[config.mk]
export PLATFORM = sky130hd
export DESIGN_NAME = load_store_unit
export DESIGN_NICKNAME = d
export VERILOG_FILES = /design/src/rtl/lsu_pkg.sv /design/src/rtl/lsu_lane_align.sv /design/src/rtl/load_store_unit.sv
export SDC_FILE = /design/constraint.sdc
export NUM_CORES = 1
export LEC_CHECK = 0
export ABC_AREA = 1
export CAP_MARGIN = 20
export CORE_MARGIN = 2
export CORE_UTILIZATION = 49
export CTS_CLUSTER_DIAMETER = 80
export DETAILED_ROUTE_END_ITERATION = 8
export GPL_ROUTABILITY_DRIVEN = 1
export PLACE_DENSITY = 0.82
export SLEW_MARGIN = 0
export SYNTH_ARGS = -nofsm -noshare
export SYNTH_HDL_FRONTEND = slang
export SYNTH_SLANG_ARGS = --single-unit
[constraint.sdc]
create_clock -name Clk -period 2 [get_ports Clk]
set_input_delay 0.2 -clock Clk [delete_from_list [all_inputs] [get_ports Clk]]
set_output_delay 0.2 -clock Clk [all_outputs]
set_load 0.01 [all_outputs]
[src/rtl/lsu_pkg.sv]
// Shared types for the load/store unit: FSM state encoding and request size codes.
package lsu_pkg;

   typedef enum logic [1:0] {
      IDLE  = 2'd0,
      READ  = 2'd1,
      WRITE = 2'd2,
      RESP  = 2'd3
   } lsu_state_e;

   localparam logic [1:0] SZ_BYTE = 2'b00;
   localparam logic [1:0] SZ_HALF = 2'b01;
   localparam logic [1:0] SZ_WORD = 2'b10;

endpackage

[src/rtl/lsu_lane_align.sv]
// Little-endian lane handling: extracts and extends load data, and merges store data into a word.
module lsu_lane_align
   import lsu_pkg::*;
(
   input  logic [1:0]  size,
   input  logic        is_unsigned,
   input  logic [1:0]  addr_lo,
   input  logic [31:0] word_in,
   input  logic [31:0] store_data,
   output logic [31:0] load_data,
   output logic [31:0] merged
);

   logic [7:0]  byte_sel;
   logic [15:0] half_sel;

   always_comb begin
      byte_sel  = word_in[{addr_lo, 3'b000} +: 8];
      half_sel  = addr_lo[1] ? word_in[31:16] : word_in[15:0];
      load_data = word_in;
      merged    = store_data;
      case (size)
         SZ_BYTE: begin
            load_data = is_unsigned ? {24'd0, byte_sel} : {{24{byte_sel[7]}}, byte_sel};
            merged    = word_in;
            merged[{addr_lo, 3'b000} +: 8] = store_data[7:0];
         end
         SZ_HALF: begin
            load_data = is_unsigned ? {16'd0, half_sel} : {{16{half_sel[15]}}, half_sel};
            merged    = addr_lo[1] ? {store_data[15:0], word_in[15:0]}
                                   : {word_in[31:16], store_data[15:0]};
         end
         default: begin
            load_data = word_in;
            merged    = store_data;
         end
      endcase
   end

endmodule

[src/rtl/load_store_unit.sv]
// Load/store front end for a word-only data memory; sub-word stores use read-modify-write.
// Optional MISALIGN_TRAP_EN: misaligned or out-of-range requests complete at once with resp_err.
module load_store_unit
   import lsu_pkg::*;
#(
   parameter int ADDR_W    = 32,
   parameter int MEM_WORDS = 1000
) (
   input  logic              Clk,
   input  logic              Rst,
   input  logic              req_valid,
   output logic              req_ready,
   input  logic              req_write,
   input  logic [1:0]        req_size,
   input  logic              req_unsigned,
   input  logic [ADDR_W-1:0] req_addr,
   input  logic [31:0]       req_wdata,
   output logic              resp_valid,
   output logic [31:0]       resp_rdata,
   output logic              resp_err,
   output logic [ADDR_W-1:0] mem_address,
   output logic [31:0]       mem_write_data,
   output logic              mem_read,
   output logic              mem_write,
   input  logic [31:0]       mem_read_data
);

   lsu_state_e        state_q, state_d;
   logic              write_q, write_d;
   logic [1:0]        size_q, size_d;
   logic              uns_q, uns_d;
   logic [1:0]        addr_lo_q, addr_lo_d;
   logic [31:0]       wdata_q, wdata_d;
   logic [ADDR_W-1:0] mem_addr_q, mem_addr_d;
   logic [31:0]       mem_wdata_q, mem_wdata_d;
   logic              mem_read_q, mem_read_d;
   logic              mem_write_q, mem_write_d;
   logic              resp_valid_q, resp_valid_d;
   logic [31:0]       resp_rdata_q, resp_rdata_d;
   logic              resp_err_q, resp_err_d;
   logic              req_ready_q, req_ready_d;
   logic              trap;
   logic [31:0]       load_data;
   logic [31:0]       merged;

`ifdef MISALIGN_TRAP_EN
   always_comb begin
      trap = 1'b0;
      case (req_size)
         SZ_BYTE: trap = 1'b0;
         SZ_HALF: trap = req_addr[0];
         default: trap = |req_addr[1:0];
      endcase
      if ((req_addr >> 2) >= ADDR_W'(MEM_WORDS)) trap = 1'b1;
   end
`else
   logic unused_mem_words;
   assign trap             = 1'b0;
   assign unused_mem_words = (MEM_WORDS == 0);
`endif

   lsu_lane_align u_align (
      .size        (size_q),
      .is_unsigned (uns_q),
      .addr_lo     (addr_lo_q),
      .word_in     (mem_read_data),
      .store_data  (wdata_q),
      .load_data   (load_data),
      .merged      (merged)
   );

   always_comb begin
      state_d      = state_q;
      write_d      = write_q;
      size_d       = size_q;
      uns_d        = uns_q;
      addr_lo_d    = addr_lo_q;
      wdata_d      = wdata_q;
      mem_addr_d   = mem_addr_q;
      mem_wdata_d  = mem_wdata_q;
      resp_rdata_d = 32'd0;
      resp_err_d   = 1'b0;
      case (state_q)
         IDLE: begin
            if (req_valid) begin
               write_d    = req_write;
               size_d     = req_size;
               uns_d      = req_unsigned;
               addr_lo_d  = req_addr[1:0];
               wdata_d    = req_wdata;
               mem_addr_d = {req_addr[ADDR_W-1:2], 2'b00};
               if (trap) begin
                  state_d    = RESP;
                  resp_err_d = 1'b1;
               end else if (req_write && req_size[1]) begin
                  state_d     = WRITE;
                  mem_wdata_d = req_wdata;
               end else begin
                  state_d = READ;
               end
            end
         end
         READ: begin
            if (write_q) begin
               state_d     = WRITE;
               mem_wdata_d = merged;
            end else begin
               state_d      = RESP;
               resp_rdata_d = load_data;
            end
         end
         WRITE:   state_d = RESP;
         default: state_d = IDLE;
      endcase
      // Strobes are registered copies of the state being entered, so they line up with state_q.
      mem_read_d   = (state_d == READ);
      mem_write_d  = (state_d == WRITE);
      resp_valid_d = (state_d == RESP);
      req_ready_d  = (state_d == IDLE);
   end

   always_ff @(posedge Clk or negedge Rst) begin
      if (!Rst) begin
         state_q      <= IDLE;
         write_q      <= 1'b0;
         size_q       <= 2'b00;
         uns_q        <= 1'b0;
         addr_lo_q    <= 2'b00;
         wdata_q      <= 32'd0;
         mem_addr_q   <= '0;
         mem_wdata_q  <= 32'd0;
         mem_read_q   <= 1'b0;
         mem_write_q  <= 1'b0;
         resp_valid_q <= 1'b0;
         resp_rdata_q <= 32'd0;
         resp_err_q   <= 1'b0;
         req_ready_q  <= 1'b1;
      end else begin
         state_q      <= state_d;
         write_q      <= write_d;
         size_q       <= size_d;
         uns_q        <= uns_d;
         addr_lo_q    <= addr_lo_d;
         wdata_q      <= wdata_d;
         mem_addr_q   <= mem_addr_d;
         mem_wdata_q  <= mem_wdata_d;
         mem_read_q   <= mem_read_d;
         mem_write_q  <= mem_write_d;
         resp_valid_q <= resp_valid_d;
         resp_rdata_q <= resp_rdata_d;
         resp_err_q   <= resp_err_d;
         req_ready_q  <= req_ready_d;
      end
   end

   assign req_ready      = req_ready_q;
   assign resp_valid     = resp_valid_q;
   assign resp_rdata     = resp_rdata_q;
   assign resp_err       = resp_err_q;
   assign mem_address    = mem_addr_q;
   assign mem_write_data = mem_wdata_q;
   assign mem_read       = mem_read_q;
   assign mem_write      = mem_write_q;

endmodule

pdn.png
(3 px per um) Pins as bars on the die edge. Tap cells in grey.
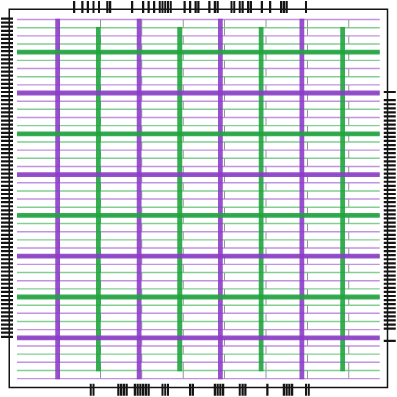
VSS -> purple
VDD -> green
rows = 44
signal pins = 204
met4 straps = 8
met5 straps = 8
met1 rails = 45

met3.png
(2 px per um)
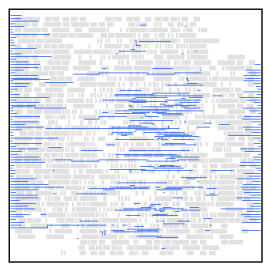
wire length on this layer = 2650 um
share of all routed wire = 11%
nets with wire on the layer = 231
longest straight run = 66.5 um
main direction = horizontal

==> run summary <==
worst hold-check path type -> in -> async
peak fanout along the critical path -> 16
Syn Area/Cell -> 7.78 sq um
final-layout non-clock buffer area share -> 22.8%
YS chip area -> 0.00724 sq mm
Final Util -> 70.2%
worst reg-to-reg setup slack -> 0.11 ns
overall die height -> 126 um
IO Pins -> 204
All-Layer GR Usage -> 29.7%
vias in the first global route -> 6977
Mapped Cells -> 931
core area -> 0.0145 sq mm
CTS tree -> built
Clock Latency Late Sink -> 0.42 ns
Post-synth seq share -> 47.7%
Leading cell kind -> registers
cell mode on critical path -> nand2_1
fin crit share -> 94.3%
initial antenna violation count -> 0
critical path class -> reg -> reg
Post-synth regs -> 138
Post-DRT Antenna Nets -> 0
gpl congestion -> 1.01
fin. max-slew vios -> 0
R2R depth -> 11
status -> finished, final reports clean
max-cap viol count -> 0
RR Endpoint -> mem_write_data[7]
Yosys Instances -> 931
post-synth top area share -> 47.3%
comb_multi_in -> 663
Routed Wire Length -> 23700 um
register area -> 0.00345 sq mm
area grow syn2layout -> 40.4%
Tot Pwr -> 16.9 mW
DRT iter0 DRCs -> 724
DR DRC count -> 0
r2r startpoint -> state_q[1]
min Tclk post-route -> 1.89 ns
CP required -> 2.31 ns
Seq/total area -> 34.0%
Yosys top cell by area -> dfrtp_1
crit-path max cell delay -> 0.39 ns
clock root cell -> clkbuf_16
synth warn -> 0
Die Span X -> 126 um
Plain + repair buffers -> 232
Log Warnings -> 33
FP Util -> 50.0%
HPWL after DPL -> 17100 um
slowest library cell on the worst path -> dfrtp_1
WL/cell -> 17.8 um
num rows -> 44
Crit. End Element -> flop
Inverters excl. clock -> 78
Fin Setup TNS -> 0 ns
Peak Freq -> 530 MHz
NumNets Final -> 1242
FILL cells -> 1121
gr ovfl total -> 0
Netlist cell types -> 30
Final Hold Vio Count -> 0
chip area -> 0.0158 sq mm
H-tree depth -> 4
pwr dens -> 1660 mW/mm^2
CTS clk-pin slew, worst paths -> 0.06 ns
ANT cells -> 0
first-pass GRT wire length -> 36900 um
Static Leak -> 4.80 nW
final setup fails -> 0
PortBufs -> 200
CP Cell Sequence -> inv_1 > ha_1 > inv_4 > nor2_2 > inv_2 > nand3b_1 > buf_4 > buf_6 > nor2_1 > nand2_1 > nand2_1
Critical Path Source -> state_q[1]
via count -> 7247
clk sink count -> 138
largest net degree at the start of global routing -> 70
clk tree area frac -> 6.27%
detailed-router iteration count before antenna repair -> 5
Worst Path Arrival -> 2.20 ns
# Taps -> 184
TritonCTS Buffers -> 17
Largest cells by area -> dfrtp_1 (47%), nand2_1 (12%), a21oi_1 (7.8%)
Post-Syn Area -> 0.00724 sq mm
Worst VDD drop -> 888 uV
clk_skew -> 0.00792 ns
layout cells sized above 1 -> 10.1%
clock tree buffer depth -> 2
comb. cell area -> 0.00324 sq mm
flip-flops -> 138
Comb area share -> 31.8%
clock buffers -> 21
Worst Setup EP -> mem_write_data[7]
crit path launch type -> flop
vias per cell -> 5.46
met2.png
(2 px per um)
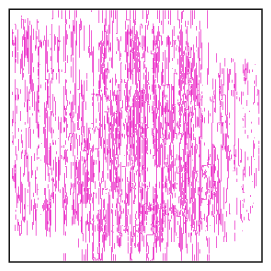
nets with wire on the layer = 1002
main direction = vertical
longest straight run = 58.8 um
share of all routed wire = 44%

==> through the flow <==
| stage | worst slack (ns) | hold slack [ns] | instance area [sq um] | instances |
|---|---|---|---|---|
| 2_1_floorplan | 0.284 | -0.0956 | 7250 | 933 |
| 3_3_place_gp | 0.217 | 0.226 | 9450 | 1288 |
| 3_5_place_dp | 0.152 | 0.226 | 9450 | 1288 |
| 4_1_cts | 0.149 | 0.342 | 10100 | 1321 |
| 5_1_grt | -0.0140 | 0.372 | 10200 | 1327 |
| 6_report | 0.114 | 0.343 | 10200 | 1327 |
==> power by group <==
group          internal (mW)  switching, mW
clock                   2.18           1.22
sequential              4.05          0.795
combinational           3.71           4.94
total                   9.94           6.95
==> cells in the mapped netlist <==
cell and count:
a21oi_1 113, inv_1 71, buf_4 7, dfrtp_1 137, o21ai_0 93, nand3_1 7
nor2_1 129, nand2_4 1, nand3b_1 1, nand2_1 232, nor3_1 4, nand2_2 3
a31oi_1 1, nand3_2 1, clkbuf_2 2, conb_1 1, ha_1 9, nor2_4 2
o221ai_1 3, buf_2 18, o211ai_1 7, nand4_1 14, dfstp_2 1, buf_6 3
inv_2 7, buf_1 4, clkbuf_1 20, nor2_2 3, mux2_2 34, o22ai_1 3
==> critical path, delay by kind of cell, from the launching register on <==
family	cells	cell delay [ns]
buf+inv	5	0.66
simple gates	5	0.46
fa+ha+maj	1	0.26
flops	1	0.39
==> registers in the layout, summed over array words and instances, names as in the netlist <==
register        count
mem_write           1
mem_write_data     32
mem_read            1
addr_lo_q           2
state_q             2
mem_address        30
wdata_q            32
size_q              2
uns_q               1
resp_rdata         32
resp_valid          1
write_q             1
req_ready           1
==> cells in the final DEF, fill, tap and decap left out, types with 2 or more instances in the layout <==
master / count
nand2_1: 231
clkdlybuf4s50_1: 199
dfrtp_1: 137
nor2_1: 129
a21oi_1: 113
o21ai_0: 93
inv_1: 71
mux2_2: 34
buf_4: 24
clkbuf_16: 18
nand4_1: 14
ha_1: 9
nand3_1: 7
o211ai_1: 7
inv_2: 6
nor3_1: 4
bufinv_16: 4
nor2_2: 3
nand2_2: 3
o22ai_1: 3
o221ai_1: 3
conb_1: 3
clkinv_2: 3
clkbuf_8: 3
buf_6: 3
buf_12: 3
nor2_4: 2
nand2_4: 2
clkinv_4: 2
clkinvlp_4: 2
==> per-layer routing <==
metal	GRT usage [%]	wire, um	vias to the layer above
met3	9.50	2650	65
met4	14.1	1010	0
met2	45.1	10500	407
met1	38.7	9510	3379
li1	-	-	3396
met5	0	0	-
==> repair_timing <==
item / 4_1_cts / 5_1_grt
resized: 0 / 3
hold endpoints to repair: 137 / 0
setup buffers: 0 / 3
setup endpoints to repair: 0 / 3
hold buffers: 1 / 0
==> cells by family (layout without fill, tap and decap cells) <==
family | Yosys count | in the layout | share of synthesized area (%)
DFF | 138 | 138 | 47.7
other | 1 | 3 | 0.0518
AOI/OAI and AO/OA | 220 | 220 | 15.7
adders and majority gates | 9 | 9 | 1.55
buffers and inverters | 132 | 342 | 7.86
and+or+nand+nor | 397 | 397 | 21.9
muxes | 34 | 34 | 5.29
No activity file was given, so power comes from the tool's default toggle rates.
